**config.mk**
```make
export PLATFORM = sky130hd
export DESIGN_NAME = frame_tx_11011_flat
export DESIGN_NICKNAME = d
export VERILOG_FILES = /design/src/rtl/frame_tx_11011_if.sv /design/src/rtl/frame_tx_11011.sv /design/src/flat_wrapper.sv
export SDC_FILE = /design/constraint.sdc
export NUM_CORES = 1
export LEC_CHECK = 0
export ABC_AREA = 1
export ABC_CLOCK_PERIOD_IN_PS = 1960
export CORE_MARGIN = 3
export CORE_UTILIZATION = 50
export CTS_BUF_LIST = sky130_fd_sc_hd__clkbuf_4 sky130_fd_sc_hd__clkbuf_8
export CTS_CLUSTER_DIAMETER = 50
export DETAILED_ROUTE_END_ITERATION = 7
export GPL_TIMING_DRIVEN = 0
export PLACE_DENSITY = 0.78
export SYNTH_ARGS = -nofsm -noshare
export SYNTH_HDL_FRONTEND = slang
export SYNTH_SLANG_ARGS = --single-unit
export TNS_END_PERCENT = 5
```
**constraint.sdc**
```tcl
create_clock -name clk -period 1.96 [get_ports clk]
set_input_delay 0.392 -clock clk [delete_from_list [all_inputs] [get_ports clk]]
set_output_delay 0.392 -clock clk [all_outputs]
set_load 0.02 [all_outputs]
```
**src/rtl/frame_tx_11011_if.sv**
```systemverilog
// ---------------------------------------------------------------------------
// frame_tx_11011_if
// Purpose : bundles the payload handshake and serial-line signals of the
//           11011 frame transmitter.
// Signals : in_valid  source -> tx   payload word presented
//           in_data   source -> tx   payload word (DATA_W bits)
//           in_ready  tx -> source   transmitter can accept a word
//           out       tx -> line     serial line
//           out_valid tx -> line     out carries a frame bit this cycle
//           busy      tx -> source   frame in progress
//           done      tx -> source   one-cycle pulse after the last frame bit
// Modports: master = payload source / line sink, slave = transmitter.
// ---------------------------------------------------------------------------
interface frame_tx_11011_if #(
    parameter int DATA_W = 8
);
    logic              in_valid;
    logic [DATA_W-1:0] in_data;
    logic              in_ready;
    logic              out;
    logic              out_valid;
    logic              busy;
    logic              done;

    modport master (
        output in_valid, in_data,
        input  in_ready, out, out_valid, busy, done
    );

    modport slave (
        input  in_valid, in_data,
        output in_ready, out, out_valid, busy, done
    );
endinterface

```
**src/rtl/frame_tx_11011.sv**
```systemverilog
// ---------------------------------------------------------------------------
// frame_tx_11011
// Purpose : serial frame transmitter for the 11011 sync-word link. Accepts a
//           payload word over valid/ready, then sends the sync word 11011
//           followed by the payload MSB-first, one bit per clock.
// Ports   : clk   rising-edge clock
//           rstn  asynchronous active-low reset
//           bus   frame_tx_11011_if.slave (in_valid, in_data, in_ready,
//                 out, out_valid, busy, done)
// Options : define FRAME_TX_PARITY_EN to append an even-parity bit after
//           the payload LSB.
// All outputs come straight from flops; their next values are decoded from
// the next-state values so every output lines up with the state it reports.
// ---------------------------------------------------------------------------
module frame_tx_11011 #(
    parameter int                DATA_W = 8,
    parameter int                SYNC_W = 5,
    parameter logic [SYNC_W-1:0] SYNC   = 5'b11011
) (
    input  logic             clk,
    input  logic             rstn,
    frame_tx_11011_if.slave  bus
);
    localparam int MAX_W = (SYNC_W > DATA_W) ? SYNC_W : DATA_W;
    localparam int CNT_W = (MAX_W > 1) ? $clog2(MAX_W) : 1;

    typedef enum logic [1:0] {
        S_IDLE = 2'd0,
        S_SYNC = 2'd1,
`ifdef FRAME_TX_PARITY_EN
        S_DATA = 2'd2,
        S_PAR  = 2'd3
`else
        S_DATA = 2'd2
`endif
    } state_t;

    state_t             state_q, state_d;
    logic [CNT_W-1:0]   cnt_q, cnt_d;
    logic [DATA_W-1:0]  shift_q, shift_d;
`ifdef FRAME_TX_PARITY_EN
    logic               parity_q, parity_d;
`endif
    logic               out_q, out_d;
    logic               out_valid_q, out_valid_d;
    logic               busy_q, busy_d;
    logic               done_q, done_d;
    logic               in_ready_q, in_ready_d;

    // Next-state logic
    always_comb begin
        state_d  = state_q;
        cnt_d    = cnt_q;
        shift_d  = shift_q;
`ifdef FRAME_TX_PARITY_EN
        parity_d = parity_q;
`endif
        done_d   = 1'b0;
        case (state_q)
            S_IDLE: begin
                if (bus.in_valid && in_ready_q) begin
                    state_d  = S_SYNC;
                    cnt_d    = CNT_W'(SYNC_W - 1);
                    shift_d  = bus.in_data;
`ifdef FRAME_TX_PARITY_EN
                    parity_d = ^bus.in_data;
`endif
                end
            end
            S_SYNC: begin
                if (cnt_q == '0) begin
                    state_d = S_DATA;
                    cnt_d   = CNT_W'(DATA_W - 1);
                end else begin
                    cnt_d = cnt_q - 1'b1;
                end
            end
            S_DATA: begin
                // Shift so the next payload bit sits in the MSB.
                shift_d = shift_q << 1;
                if (cnt_q == '0) begin
`ifdef FRAME_TX_PARITY_EN
                    state_d = S_PAR;
`else
                    state_d = S_IDLE;
                    done_d  = 1'b1;
`endif
                end else begin
                    cnt_d = cnt_q - 1'b1;
                end
            end
`ifdef FRAME_TX_PARITY_EN
            S_PAR: begin
                state_d = S_IDLE;
                done_d  = 1'b1;
            end
`endif
            default: begin
                // Illegal encoding: fall back to idle with reset contents.
                state_d = S_IDLE;
                cnt_d   = '0;
                shift_d = '0;
            end
        endcase
    end

    // Output decode from next-state values, registered below.
    always_comb begin
        out_d       = 1'b0;
        out_valid_d = 1'b0;
        busy_d      = 1'b0;
        in_ready_d  = 1'b1;
        case (state_d)
            S_SYNC: begin
                out_d       = SYNC[cnt_d];
                out_valid_d = 1'b1;
                busy_d      = 1'b1;
                in_ready_d  = 1'b0;
            end
            S_DATA: begin
                out_d       = shift_d[DATA_W-1];
                out_valid_d = 1'b1;
                busy_d      = 1'b1;
                in_ready_d  = 1'b0;
            end
`ifdef FRAME_TX_PARITY_EN
            S_PAR: begin
                out_d       = parity_d;
                out_valid_d = 1'b1;
                busy_d      = 1'b1;
                in_ready_d  = 1'b0;
            end
`endif
            default: ;
        endcase
    end

    always_ff @(posedge clk or negedge rstn) begin
        if (!rstn) begin
            state_q     <= S_IDLE;
            cnt_q       <= '0;
            shift_q     <= '0;
`ifdef FRAME_TX_PARITY_EN
            parity_q    <= 1'b0;
`endif
            out_q       <= 1'b0;
            out_valid_q <= 1'b0;
            busy_q      <= 1'b0;
            done_q      <= 1'b0;
            in_ready_q  <= 1'b1;
        end else begin
            state_q     <= state_d;
            cnt_q       <= cnt_d;
            shift_q     <= shift_d;
`ifdef FRAME_TX_PARITY_EN
            parity_q    <= parity_d;
`endif
            out_q       <= out_d;
            out_valid_q <= out_valid_d;
            busy_q      <= busy_d;
            done_q      <= done_d;
            in_ready_q  <= in_ready_d;
        end
    end

    assign bus.out       = out_q;
    assign bus.out_valid = out_valid_q;
    assign bus.busy      = busy_q;
    assign bus.done      = done_q;
    assign bus.in_ready  = in_ready_q;
endmodule

```
**src/flat_wrapper.sv**
```systemverilog
// flat-port wrapper written by rule: the top's interface ports become plain ports
module frame_tx_11011_flat 
#(
    parameter int                DATA_W = 8,
    parameter int                SYNC_W = 5,
    parameter logic [SYNC_W-1:0] SYNC   = 5'b11011
)
  (clk, rstn, bus_in_valid, bus_in_data, bus_in_ready, bus_out, bus_out_valid, bus_busy, bus_done);
  frame_tx_11011_if #(.DATA_W(DATA_W)) bus_i ();
  input  logic clk;
  input  logic rstn;
  input wire logic [$bits(bus_i.in_valid)-1:0] bus_in_valid;
  input wire logic [$bits(bus_i.in_data)-1:0] bus_in_data;
  output wire logic [$bits(bus_i.in_ready)-1:0] bus_in_ready;
  output wire logic [$bits(bus_i.out)-1:0] bus_out;
  output wire logic [$bits(bus_i.out_valid)-1:0] bus_out_valid;
  output wire logic [$bits(bus_i.busy)-1:0] bus_busy;
  output wire logic [$bits(bus_i.done)-1:0] bus_done;
  assign bus_i.in_valid = bus_in_valid;
  assign bus_i.in_data = bus_in_data;
  assign bus_in_ready = bus_i.in_ready;
  assign bus_out = bus_i.out;
  assign bus_out_valid = bus_i.out_valid;
  assign bus_busy = bus_i.busy;
  assign bus_done = bus_i.done;
  frame_tx_11011 #(.DATA_W(DATA_W), .SYNC_W(SYNC_W), .SYNC(SYNC)) u_core (.clk(clk), .rstn(rstn), .bus(bus_i));
endmodule
```
### Sizing map, run 1

Scale bar: 10 um.
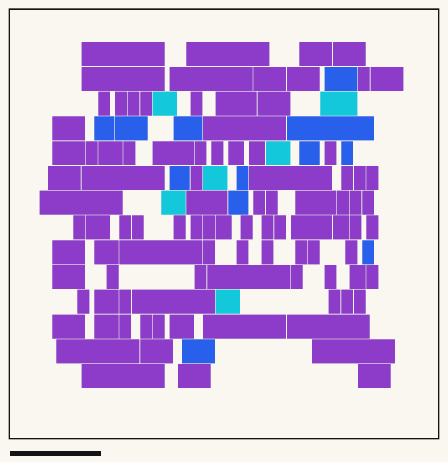
| size | colour | cells |
|---|---|---|
| _0 and _1 cells | purple | 97 |
| _3 and _4 cells | cyan | 6 |
| _2 cells | blue | 12 |
buffer count excluding the clock tree in the final layout: 16
area growth from synthesis to final layout: 23.8%
Layout Cell Area excl Fill: 1040 sq um

### Close-up of the layout, run 1

Region (17, 0) to (47, 30) um. Cells in grey, sequential cells in the stronger grey; small squares are vias.
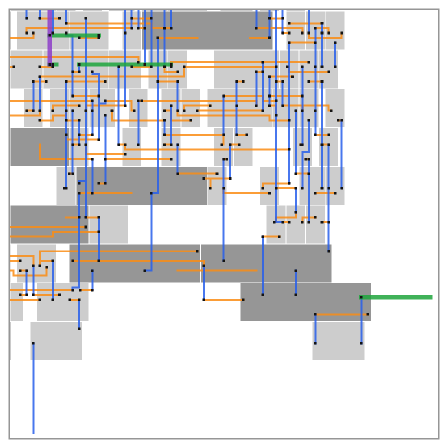
| layer | colour |
|---|---|
| metal 1 | orange |
| metal 4 | purple |
| metal 2 | blue |
| metal 3 | green |
cells with their middle in the window: 53
netlist names of flops here include: `u_core.cnt_q` (2), `u_core.shift_q` (2)
most frequent: nand2_1 (18), inv_1 (8), dfrtp_1 (6)
sequential cells in the window: 6

==> run notes, run 1 <==
Figures from the implementation reports.

- For this design, the CTS-stage hold fixing added 0 buffers.
- In this run, the combinational gates consume 50.7% of the power.
- The startpoint identified for the worst hold timing path is u_core.shift_q[6]$_DFFE_PN0P_.
- The total die size is between 2000 and 2500 sq um.
- The net switching share of the total power is 42.0%.
- The initial antenna violation count is 0.
- The power spent charging and discharging nets is 0.654 mW.
- The run finished with clean final reports.
- The number of buffers created by CTS reads 3.
- The area share of and-or/or-and cells after synthesis reads about a tenth.
- The reg-to-reg critical path endpoint reads u_core.bus.out$_DFF_PN0_.
- Measured against its own limit, the worst slew margin works out to 50.0%.
- The number of buffers inserted by port buffering is 15.
- The report lists the number of cells resized after CTS as 0.
- Per STA, the worst path is made up of clkdlybuf4s50_1, nand2_1, nor3_2, a21oi_1, ha_1, a21oi_2.
- The global-route total usage across every layer is 15.1%.
- For the pin with the worst max-slew slack, the measured transition is 0.748 ns.
- The registers reported with the highest flop counts are u_core.shift_q: 8 flops, u_core.cnt_q: 3 flops, u_core.state_q: 2 flops.
- The portion of netlist area occupied by mux cells reads 0%.
- The cell leakage power reads 0.562 nW.
- The area of combinational cells with multiple inputs is 347 sq um.
- In the final layout, non-clock buffers account for between 10% and 20% of the cell area.
- The cell depth of the worst hold path is 2.
- Entering global routing, the biggest net connects 18 pins.
- Counting the inverters off the clock network in the layout gives 16.
- According to the finish report, the design has a final net count of 132.
- The share of async-settable or async-resettable flops after synthesis reads 100%.
- Of the total synthesized cell area, the portion taken by XOR and XNOR cells is 0%.
- According to the cell report, the number of logic gates is 62.
- The maximum net fanout on the critical path is 9.
- The dominant delay contributor by cell family on the critical path reads simple AND/OR/NAND/NOR gates.
- The final tally of hold violations reads 0.
- The combinational family with the most area after synthesis reads simple AND/OR/NAND/NOR gates.
- After detailed routing, the met3 layer carries between 60 and 70 um of wire.
- The standard cell area after detailed placement is 1010 sq um.
- Global routing finished with a remaining overflow of 0.
- In the synthesized netlist, the cells that appear most often are 33 x sky130_fd_sc_hd__nand2_1, 16 x sky130_fd_sc_hd__dfrtp_1, 13 x sky130_fd_sc_hd__inv_1.
- The setup slack of the most critical reg-to-reg path reads 0.20 ns.
- In the finished design the tool counted flip-flops and latches totalling 17.
- The maximum root-to-sink buffer count reads 2.
- The commonest register cell after synthesis is sky130_fd_sc_hd__dfrtp_1.
- The path type of the worst setup path is in -> reg.
- The report counts max-capacitance violations totalling 0.
- The area fraction of clock buffers and clock inverters is 2.88%.
### Sequential cells grouped by signal name, run 1

Scale bar: 10 um.
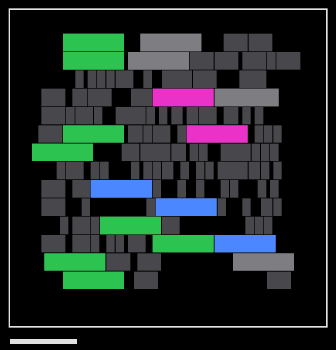
| name in the netlist | colour | sequential cells |
|---|---|---|
| `u_core.cnt_q` | blue | 3 |
| `u_core.state_q` | magenta | 2 |
| `u_core.shift_q` | green | 8 |
sequential portion of the cell area: 41.0%
Sequential Area: 427 sq um

### Clock wiring as the flow saved it, run 1

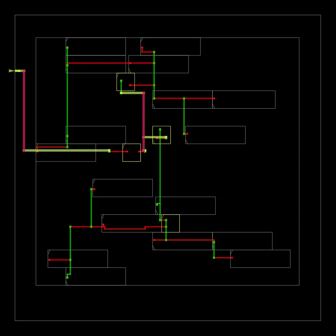
clkbuf count: 4
clock latency of the later-clocked register in the worst-skew pair: 0.28 ns
total clock sinks: 17

-- run 1: metal layers --
layer	GRT usage [%]	vias to the layer above
met2	25.7	15
met5	0	-
met1	18.1	297
met4	6.63	0
met3	3.45	5
li1	-	337
-- run 1: power groups by stage --
stage | logic [mW] | registers, mW | clock network, mW
floorplan | 0.544 | 0.606 | 0
CTS | 0.797 | 0.577 | 0.198
finish | 0.789 | 0.576 | 0.191
global placement | 0.770 | 0.576 | 0
global route | 0.899 | 0.591 | 0.216
detailed placement | 0.794 | 0.583 | 0
-- run 1: stage by stage --
stage	instances	util [%]	TNS (ns)	total power, mW
after floorplan	96	-	0	1.15
after global placement	127	65.6	-0.263	1.35
final	131	67.5	0	1.56
after global routing	131	67.5	0	1.71
after detailed placement	127	65.6	-0.313	1.38
after CTS	131	67.5	0	1.57
==> run 1 -> run 2 <==
Settings changed: SLEW_MARGIN set to 10.
### Clock wiring as the flow saved it, run 2

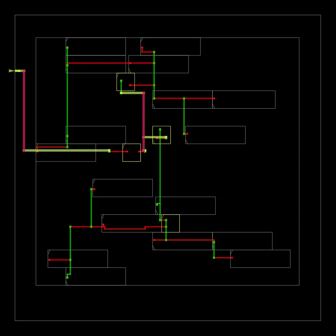
Clk. pwr: 0.191 mW
Worst Clk Skew: 0.00321 ns

### Close-up of the layout, run 2

Region (17, 0) to (47, 30) um. Cells in grey, sequential cells in the stronger grey; small squares are vias.
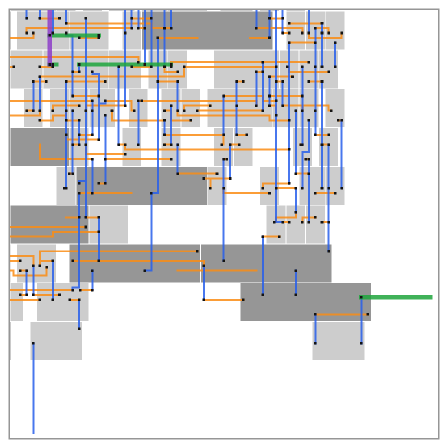

### Routed clock nets over the placement, run 2

Scale bar: 10 um.
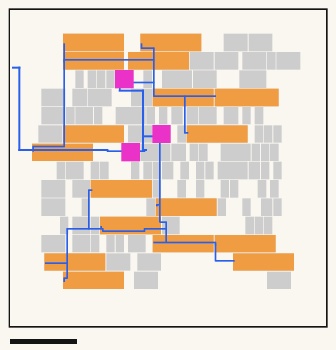
[clock wires] blue | length: 179 um
[clock drivers] magenta | count: 3
[flip-flops] orange | count: 17
routed clock nets: 4
part of the total power dissipated in the clock network: 12.3%

==> run 2 against run 1 <==
Net effect:
- cell count unchanged
- synthesized cell count did not move
- global-route usage is the same
- die size unchanged
- hold slack unchanged
- clock power barely moved
- critical path depth unchanged
- non-clock buffer count stayed put
- maximum frequency stayed put
- power is the same
==> run notes, run 2 <==
Figures from the implementation reports.

- The effective utilization at floorplan is a little over half.
- The sequential fraction of total cell area reads 41.0% (unchanged).
- The overall overflow remaining after global route came to 0 (unchanged).
- The met2 routing resource usage after global routing reads 25.7% (unchanged).
- The sequential cell count is 17 (unchanged).
- The initial antenna violation count came to 0 (unchanged).
- The number of max-cap violations reads 0 (unchanged).
- The most congested layer reported by global routing reads met2.
- Sorting the synthesized cells by area gives the leading types as sky130_fd_sc_hd__dfrtp_1 48%, sky130_fd_sc_hd__nand2_1 15%, sky130_fd_sc_hd__ha_1 7.4%.
- The maximum number of pins on one net before global-route repair reads 18 (unchanged).
- The wire length on met3 is 61 um (unchanged).
- The global-route wire length before repair reads approximately 2.3 mm.
- The setup slack of the most critical reg-to-reg path was 0.20 ns (about the same).
- The cell depth of the worst hold path reads 2 (unchanged).
- The share of final layout cell area taken by non-clock buffers is 15.1% (unchanged).
- The count of multi-input gates is 62 (unchanged).
- The count of plain and timing-repair buffers came to 16 (unchanged).
- The total clock sinks reads 17 (unchanged).
- The number of buffers created by CTS reads 3 (unchanged).
- The cell leakage power reads 0.562 nW (unchanged).
- The startpoint of the most critical hold path reads u_core.shift_q[6]$_DFFE_PN0P_.
- The final non-filler cell area reads 1040 sq um (unchanged).
- The total die size was 2210 sq um (unchanged).
- The post-route non-filler standard cell count is 131 (unchanged).
- The final tally of hold violations is 0 (unchanged).
- The register with the most flip-flops in the layout has 8 of them.
- The sequential cell area is 427 sq um (unchanged).
- The flow ran to the end, and the final reports show no timing, DRC or antenna violations.
- The clock insertion delay at the later pin of the skew report reads 0.28 ns (about the same).
- The area of combinational cells with multiple inputs is 347 sq um (unchanged).
- The area figure in the yosys stat output reads 841 sq um.
- The standard cell area after detailed placement reads 1010 sq um (unchanged).
- The routing usage on met1 reads 18.1% (unchanged).
- The final net count reads 132 (unchanged).
- The tightest slew margin relative to the limit reads 50.0% (unchanged).
- The share of the core filled with cells reads 67.5% (unchanged).
- The maximum net fanout on the critical path is 9 (unchanged).
- The transition time at the pin with the least slew margin is 0.748 ns (unchanged).
- The number of non-clock inverters in the layout was 16 (unchanged).
- The overall power of the completed layout reads 1.56 mW (unchanged).
- By count the netlist is led by 33 x sky130_fd_sc_hd__nand2_1, 16 x sky130_fd_sc_hd__dfrtp_1, 13 x sky130_fd_sc_hd__inv_1.
- The number of buffers inserted by port buffering was 15 (unchanged).
- The path type of the worst setup path is in -> reg.
- The core box area reads 1540 sq um.
- The total of cells resized after clock tree synthesis is 0 (unchanged).
- The post-placement cell count is 127 (unchanged).
- The maximum root-to-sink buffer count came to 2 (unchanged).
- The summed negative setup slack over all endpoints is 0 ns (unchanged).
- The met3 track demand over resource in global routing reads 3.45% (unchanged).
- The reg-to-reg critical path endpoint reads u_core.bus.out$_DFF_PN0_.
- Summing every instance area after synthesis gives around 840 sq um.
- The global-route total usage across every layer is 15.1% (unchanged).
- The area fraction of clock buffers and clock inverters was 2.88% (unchanged).
- The number of clock buffers in the layout is 4 (unchanged).
run 2: logic make-up (layout without fill, tap and decap cells):
group	count (synthesis)	in the layout	share of synthesized area (%)
buffers and inverters	17	36	8.04
and+or+nand+nor	46	46	24.4
adders and majority gates	5	5	7.44
AOI/OAI and AO/OA	11	11	9.37
DFF	17	17	50.7
run 2: report_power, final:
group,leakage (nW),switching (mW),internal (mW)
Sequential,0.217,0.0813,0.495
Combinational,0.326,0.474,0.315
Clock,0.0184,0.0982,0.0927
run 2: worst max-delay path: cells and delay by family:
kind,cells,cell delay (ns)
simple gates,2,0.56
buf+inv,1,0.45
fa+ha+maj,1,0.37
compound gates,2,0.24
No activity file was given, so power comes from the tool's default toggle rates.
